<file path="src/rtl/regfile_wb_sched.sv">
// Write-back scheduler: round-robin arbitration of the ALU and load paths onto the
// single register-file write port, plus the per-register busy scoreboard.
module regfile_wb_sched #(
   parameter int DATA_W = 16,
   parameter int NREG   = 8,
   parameter int IW     = $clog2(NREG)
) (
   input  logic              clk,
   input  logic              reset,
   input  logic              alu_valid,
   input  logic [IW-1:0]     alu_dr,
   input  logic [DATA_W-1:0] alu_data,
   output logic              alu_ready,
   input  logic              ld_valid,
   input  logic [IW-1:0]     ld_dr,
   input  logic [DATA_W-1:0] ld_data,
   output logic              ld_ready,
   input  logic              rsv_valid,
   input  logic [IW-1:0]     rsv_dr,
   output logic              regWE,
   output logic [IW-1:0]     DR,
   output logic [DATA_W-1:0] b,
   output logic [NREG-1:0]   busy,
   output logic              wb_err
);

   // Handshake: a requester transfers on a cycle where its valid and ready are both
   // high. Ready is a pure function of both valids and prio (never of the requester's
   // own ready), at most one ready is high, and a dropped valid withdraws the request.
   logic              prio;
   logic              grant_alu;
   logic              grant_ld;
   logic              grant;
   logic              contested;
   logic [IW-1:0]     grant_dr;
   logic [DATA_W-1:0] grant_data;
   logic [NREG-1:0]   busy_next;

   always_comb begin
      contested  = alu_valid && ld_valid;
      grant_alu  = alu_valid && (!ld_valid || !prio);
      grant_ld   = ld_valid && (!alu_valid || prio);
      grant      = grant_alu || grant_ld;
      grant_dr   = grant_alu ? alu_dr : ld_dr;
      grant_data = grant_alu ? alu_data : ld_data;
      alu_ready  = grant_alu;
      ld_ready   = grant_ld;
   end

   // Set is applied after clear so a fresh reservation outlives a committing write.
   always_comb begin
      busy_next = busy;
      if (regWE) begin
         busy_next[DR] = 1'b0;
      end
      if (rsv_valid) begin
         busy_next[rsv_dr] = 1'b1;
      end
   end

   always_ff @(posedge clk or negedge reset) begin
      if (!reset) begin
         regWE  <= 1'b0;
         DR     <= '0;
         b      <= '0;
         busy   <= '0;
         wb_err <= 1'b0;
         prio   <= 1'b0;
      end else begin
         regWE <= grant;
         if (grant) begin
            DR <= grant_dr;
            b  <= grant_data;
         end
         if (contested) begin
            prio <= ~prio;
         end
         if (grant && !busy[grant_dr]) begin
            wb_err <= 1'b1;
         end
         busy <= busy_next;
      end
   end

endmodule

</file>
<file path="config.mk">
export PLATFORM = sky130hd
export DESIGN_NAME = regfile_wb_sched
export DESIGN_NICKNAME = d
export VERILOG_FILES = /design/src/rtl/regfile_wb_sched.sv
export SDC_FILE = /design/constraint.sdc
export NUM_CORES = 1
export LEC_CHECK = 0
export CAP_MARGIN = 20
export CORE_UTILIZATION = 38
export CTS_CLUSTER_DIAMETER = 50
export DETAILED_ROUTE_END_ITERATION = 10
export GPL_TIMING_DRIVEN = 0
export PLACE_DENSITY_LB_ADDON = 0.1
export SYNTH_ARGS = -nofsm -noshare
export SYNTH_HDL_FRONTEND = slang
export SYNTH_SLANG_ARGS = --single-unit
</file>
<file path="constraint.sdc">
create_clock -name clk -period 1.7 [get_ports clk]
set_input_delay 0.17 -clock clk [delete_from_list [all_inputs] [get_ports clk]]
set_output_delay 0.17 -clock clk [all_outputs]
set_load 0.005 [all_outputs]
</file>
==> run notes, run 1 <==
fresh numbers from the pnr run: synthesized cell area=1380 um^2, Final Cycle Share=89.6%, tool warnings=26, YS chip area=1380 um^2, CTS root buf=clkbuf_4, Rel. slew slack=55.8%, Top Layer Used=met4, Crit path required time=1.53 ns, crit path to=DR[2], Post-layout nets=272, Reg with most FFs=b, max FFs per register=16, Synth Seq Share=54.6%, Layout Cells excl Fill=272, Worst-Margin Slew=0.661 ns, io pins=77, mean post-synth cell area=9.89 um^2, cell family with most CP delay=buffers and inverters, area added between synthesis and finish=66.5%, Reg2Reg Depth=5, gate count of the mapped netlist=139, Core Util at FP=40.6%, worst hold margin=0.250 ns, # diodes=0, proportion of layout cells with a drive suffix above 1=8.85%, status=completed, DR iter-0 viols=43, Post-synth top cells=nor2_1 (35), dfrtp_1 (30), o22ai_1 (17), o21ai_0 (12), nand2_1 (11), die area=3860 um^2, Hold/Removal Path Class=in2async, Largest logic family=AND-OR/OR-AND gates, Crit. End Element=output pin, Startpoint Class=flip-flop, Cell Rows=21, pwr dens=1040 nW/um^2, met3 Usage GRT=6.07%, ys cells=139, reg2reg setup slack=0.32 ns, highest clock rate=656 MHz, CP Buf/Inv Count=1, met2 wire len=1890 um, Largest stage delay, worst path=0.55 ns, DR vias/cell=5.14, met3 WL post-DR=272 um, drt first pass iters=4, Fin Clk Skew=0.00620 ns, CTS H-tree lvls=2, critical path startpoint=DR[2], GR Overflow Total=0, final instance area=2290 um^2, Final Max Slew Viols=0, XOR/XNOR share of the synthesized area=0.637%, Cell Chain, Critical Path=clkdlybuf4s50_1, EDFF count, synth=0, simple share=16.9%, main flop type=dfrtp_1, yosys warning tally=0, CP arrival=1.35 ns, Setup Viol. Count Final=0, most frequent cells in the layout=clkdlybuf4s50_1 (73), nor2_1 (35), dfrtp_1 (30), o22ai_1 (17), o21ai_0 (12), RR Startpoint=prio, Post-Synth AOI/OAI Area=17.6%, Routed WL per cell=14.0 um, initial antenna violation count=0, DR vias=1397, Top cell excl fill/tap=clkdlybuf4s50_1, # fillers=271, most used routing layer=met2, Post-Syn Nets=185, clock transition at the registers of the reported paths=0.09 ns, number of routed nets with antenna violations=0, top-count cell post-synth=nor2_1, clk buf depth=2, largest registers=b: 16 flops, busy: 8 flops, DR: 3 flops, DRT Wirelength=3800 um, MaxCap Viol Count=0, Tmin final=1.52 ns, Design Power=0.00237 W, post-route setup slack=0.177 ns, CP max FO=7, CTS Buf Count=5
==> run 1: area by class of cell <==
cell class | count | area (um^2) | area share [%]
multi-input combinational | 100 | 588 | 25.7
tap | 46 | 57.6 | 2.51
inverter | 3 | 11.3 | 0.492
timing repair buffer | 80 | 798 | 34.9
clock buffer | 7 | 45.0 | 1.97
sequential | 30 | 751 | 32.8
buffer | 6 | 38.8 | 1.69
==> run 1: repair_timing <==
item / CTS / global route
hold buffers: 0 / 0
endpoints found under the setup margin: 2 / 1
gates resized: 5 / 1
pin swaps: 1 / 1
gates cloned: 0 / 0
setup buffers: 3 / 0
==> run 1: power by group <==
| group | switching (W) | internal (W) |
|---|---|---|
| combinational | 0.000332 | 0.000607 |
| clock | 0.000220 | 0.000156 |
| sequential | 0.000163 | 0.000892 |
| total | 0.000716 | 0.00165 |
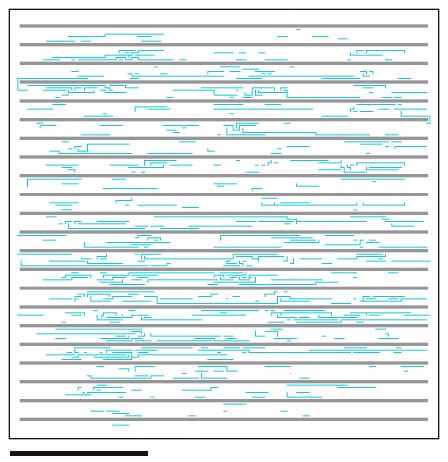
Run 1: metal 1
Bar = 20 um. Supply wires on this layer in grey.
- main direction: horizontal
- wire length on this layer: 1580 um

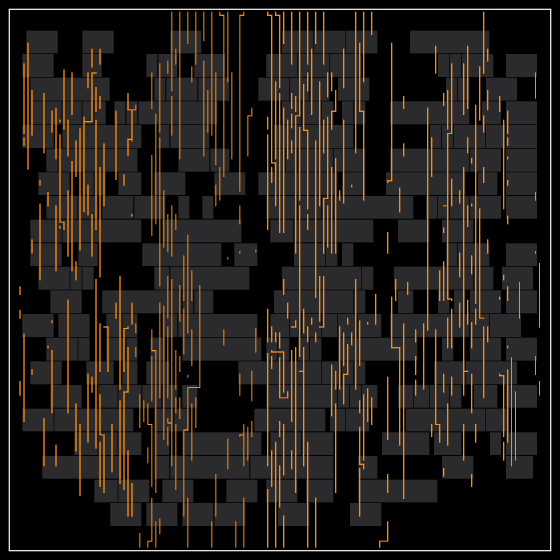
Run 1: metal 2
- wire length on this layer: 1890 um
- main direction: vertical
- share of all routed wire: 50%
- nets with wire on the layer: 236
- longest straight run: 26.2 um

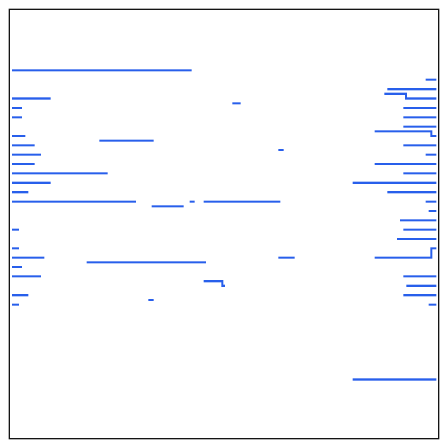
Run 1: metal 3
- nets with wire on the layer: 46
- longest straight run: 25.8 um
- main direction: horizontal
- share of all routed wire: 7.2%

==> run 1 -> run 2 <==
--- a/config.mk
+++ b/config.mk
@@ -11,6 +11,7 @@
 export DETAILED_ROUTE_END_ITERATION = 10
 export GPL_TIMING_DRIVEN = 0
 export PLACE_DENSITY_LB_ADDON = 0.1
+export REMOVE_ABC_BUFFERS = 1
 export SYNTH_ARGS = -nofsm -noshare
 export SYNTH_HDL_FRONTEND = slang
 export SYNTH_SLANG_ARGS = --single-unit
==> run notes, run 2 <==
fresh numbers from the pnr run: status=completed, most frequent cells in the layout=clkdlybuf4s50_1 (72), nor2_1 (35), dfrtp_1 (29), o22ai_1 (17), o21ai_0 (12), YS chip area=1380 um^2, Yosys top cell by area=dfrtp_1, Final Cycle Share=91.6%, CTS H-tree lvls=2, PortBufs=76, Flop area=752 um^2, CP arrival=1.39 ns, synthesized cell area=1380 um^2, Hold/Removal Path Class=in2async, Design Power=0.00247 W, DRT Wirelength=3990 um, initial antenna violation count=0, largest registers=b: 16 flops, busy: 8 flops, DR: 3 flops, Worst-Margin Slew=0.869 ns, GR Overflow Total=0, Main area contributors=dfrtp_1 (55%), nor2_1 (9.6%), o22ai_1 (7.7%), Final GP Congestion=0.801, final-report hold violation count=0, worst hold margin=0.239 ns, max FFs per register=16, pwr dens=1070 nW/um^2, non-clk buf share=35.5%, Seq/total area=32.7%, RSZ-0062 raised after global routing=false, CTS Buf Count=5, mean post-synth cell area=9.89 um^2, proportion of layout cells with a drive suffix above 1=8.52%, #MultiIn Comb=101, Biggest Area Class=buffers, clk pwr=0.000444 W, clk sink count=30, area added between synthesis and finish=67.4%, top-count cell post-synth=nor2_1, reg2reg setup slack=0.19 ns, Setup TNS Final=0 ns, CTS root buf=clkbuf_4, DR iter-0 viols=67, Top cell excl fill/tap=clkdlybuf4s50_1, tool warnings=25, Sw Ratio=30.9%, Post-synth top cells=nor2_1 (35), dfrtp_1 (30), o22ai_1 (17), o21ai_0 (12), nand2_1 (11), Crit. End Element=output pin, die height=62.2 um, Worst IR Drop VDD=0.554 mV, sequential group power=0.00105 W, Pwr top=registers, MaxCap Viol Count=0, Hold-fix buffers, CTS=0, Core Util at FP=40.6%, Synth Seq Share=54.6%, Tmin final=1.56 ns, Resized cells post-CTS=6, Critical R2R Capture=wb_err, Non-clk bufs=81, first-pass GRT wire length=6360 um, Reg2Reg Depth=7, CP max FO=5, post-route setup slack=0.142 ns, Comb power frac=39.5%, Lkg Pwr=0.949 nW, inverter count=3, Seq pwr share=42.5%, die width=62.2 um, RR Startpoint=prio, Post-synth ARST share=100%, Largest stage delay, worst path=0.41 ns, EDFF count, synth=0, # diodes=0, number of routed nets with antenna violations=0, Sw Pwr=0.000764 W, Rel. slew slack=42.1%, final instance area=2300 um^2, largest net degree at the start of global routing=25, area share, top type=54.6%, DR vias=1378, Finished Core Util=67.9%, DR vias/cell=5.12, crit path to=alu_ready, Slowest cell on crit path=dfrtp_2, Seq Cell Count=30, ys cells=139, drt first pass iters=4, Routed WL per cell=14.8 um, io pins=77, Post-layout nets=268, die area=3860 um^2, Crit path required time=1.53 ns, clock transition at the registers of the reported paths=0.09 ns, Reg with most FFs=b, clock buffers=7, post-CTS setup buffers=3, dpl cells=256, main flop type=dfrtp_1, critical path startpoint=prio, logic area=604 um^2, tap cells=46, Final Max Slew Viols=0, clk tree area frac=2.61%, clock power share=18.0%, Startpoint Class=flip-flop, #FFs+latches synth=30, placement-stage cell area=2190 um^2, Fin Clk Skew=0.00689 ns, # fillers=276, yosys warning tally=0, Distinct cells, synth=19, vias in the first global route=1344, Comb area share=26.2%, Pint=0.00171 W, Layout Cells excl Fill=269, Comb group=0.000976 W, Cell Rows=21, WS Path Type=reg2out, CP Buf/Inv Count=3, gate count of the mapped netlist=139, Cell Chain, Critical Path=buf_4 > a21bo_4 > inv_2 > dlygate4sd2_1, GRT Overall Usage=21.3%, cell family with most CP delay=buffers and inverters, drt drc=0, Setup Viol. Count Final=0, total core area=3390 um^2, clk buf depth=2, highest clock rate=642 MHz
-- run 2: cell count changes in the layout (fill, tap and decap cells not counted), sizes merged --
cell           before  now
clkinv              0    1
buf                10    5
clkdlybuf4s50      73   72
a21bo               1    2
dlygate4sd2         2    3
-- run 2: kinds of logic (layout without fill, tap and decap cells) --
group | count (synthesis) | after routing | share of synthesized area, %
XOR/XNOR | 1 | 1 | 0.637
flip-flops | 30 | 30 | 54.6
AND-OR/OR-AND | 39 | 40 | 17.6
multiplexers | 4 | 4 | 7.10
buffers and inverters | 9 | 92 | 3.18
AND/OR/NAND/NOR | 56 | 56 | 16.9
-- run 2: per-layer routing --
metal	part of all wire, %	GRT usage (%)	vias up
met5	0	0	-
met2	52	37.8	54
met1	40	25.0	653
met3	6.7	5.88	5
met4	1.2	6.10	0
li1	-	-	666
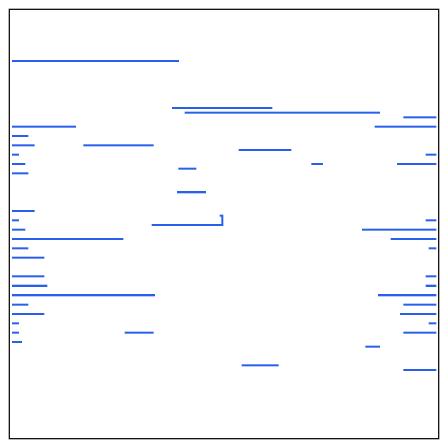
Run 2: metal 3
- nets with wire on the layer: 45
- longest straight run: 28.1 um
- wire length on this layer: 267 um

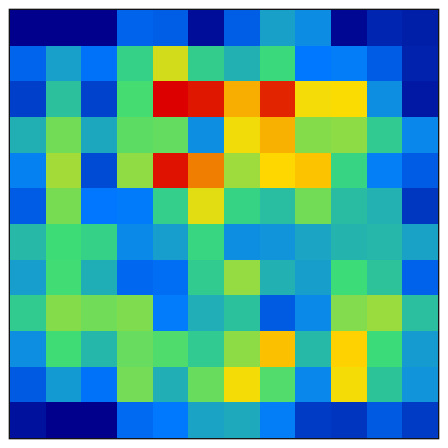
Run 2: wiring heat map
12 x 12 tiles, from dark blue (low) to red (high), scaled to the fullest tile. Values are wire area over tile area, all layers added.
- nearly empty tiles: 4.2%
- tiles over half the peak: 31%
- fullest tile: 0.41

Power is estimated from default activity; no workload was simulated.
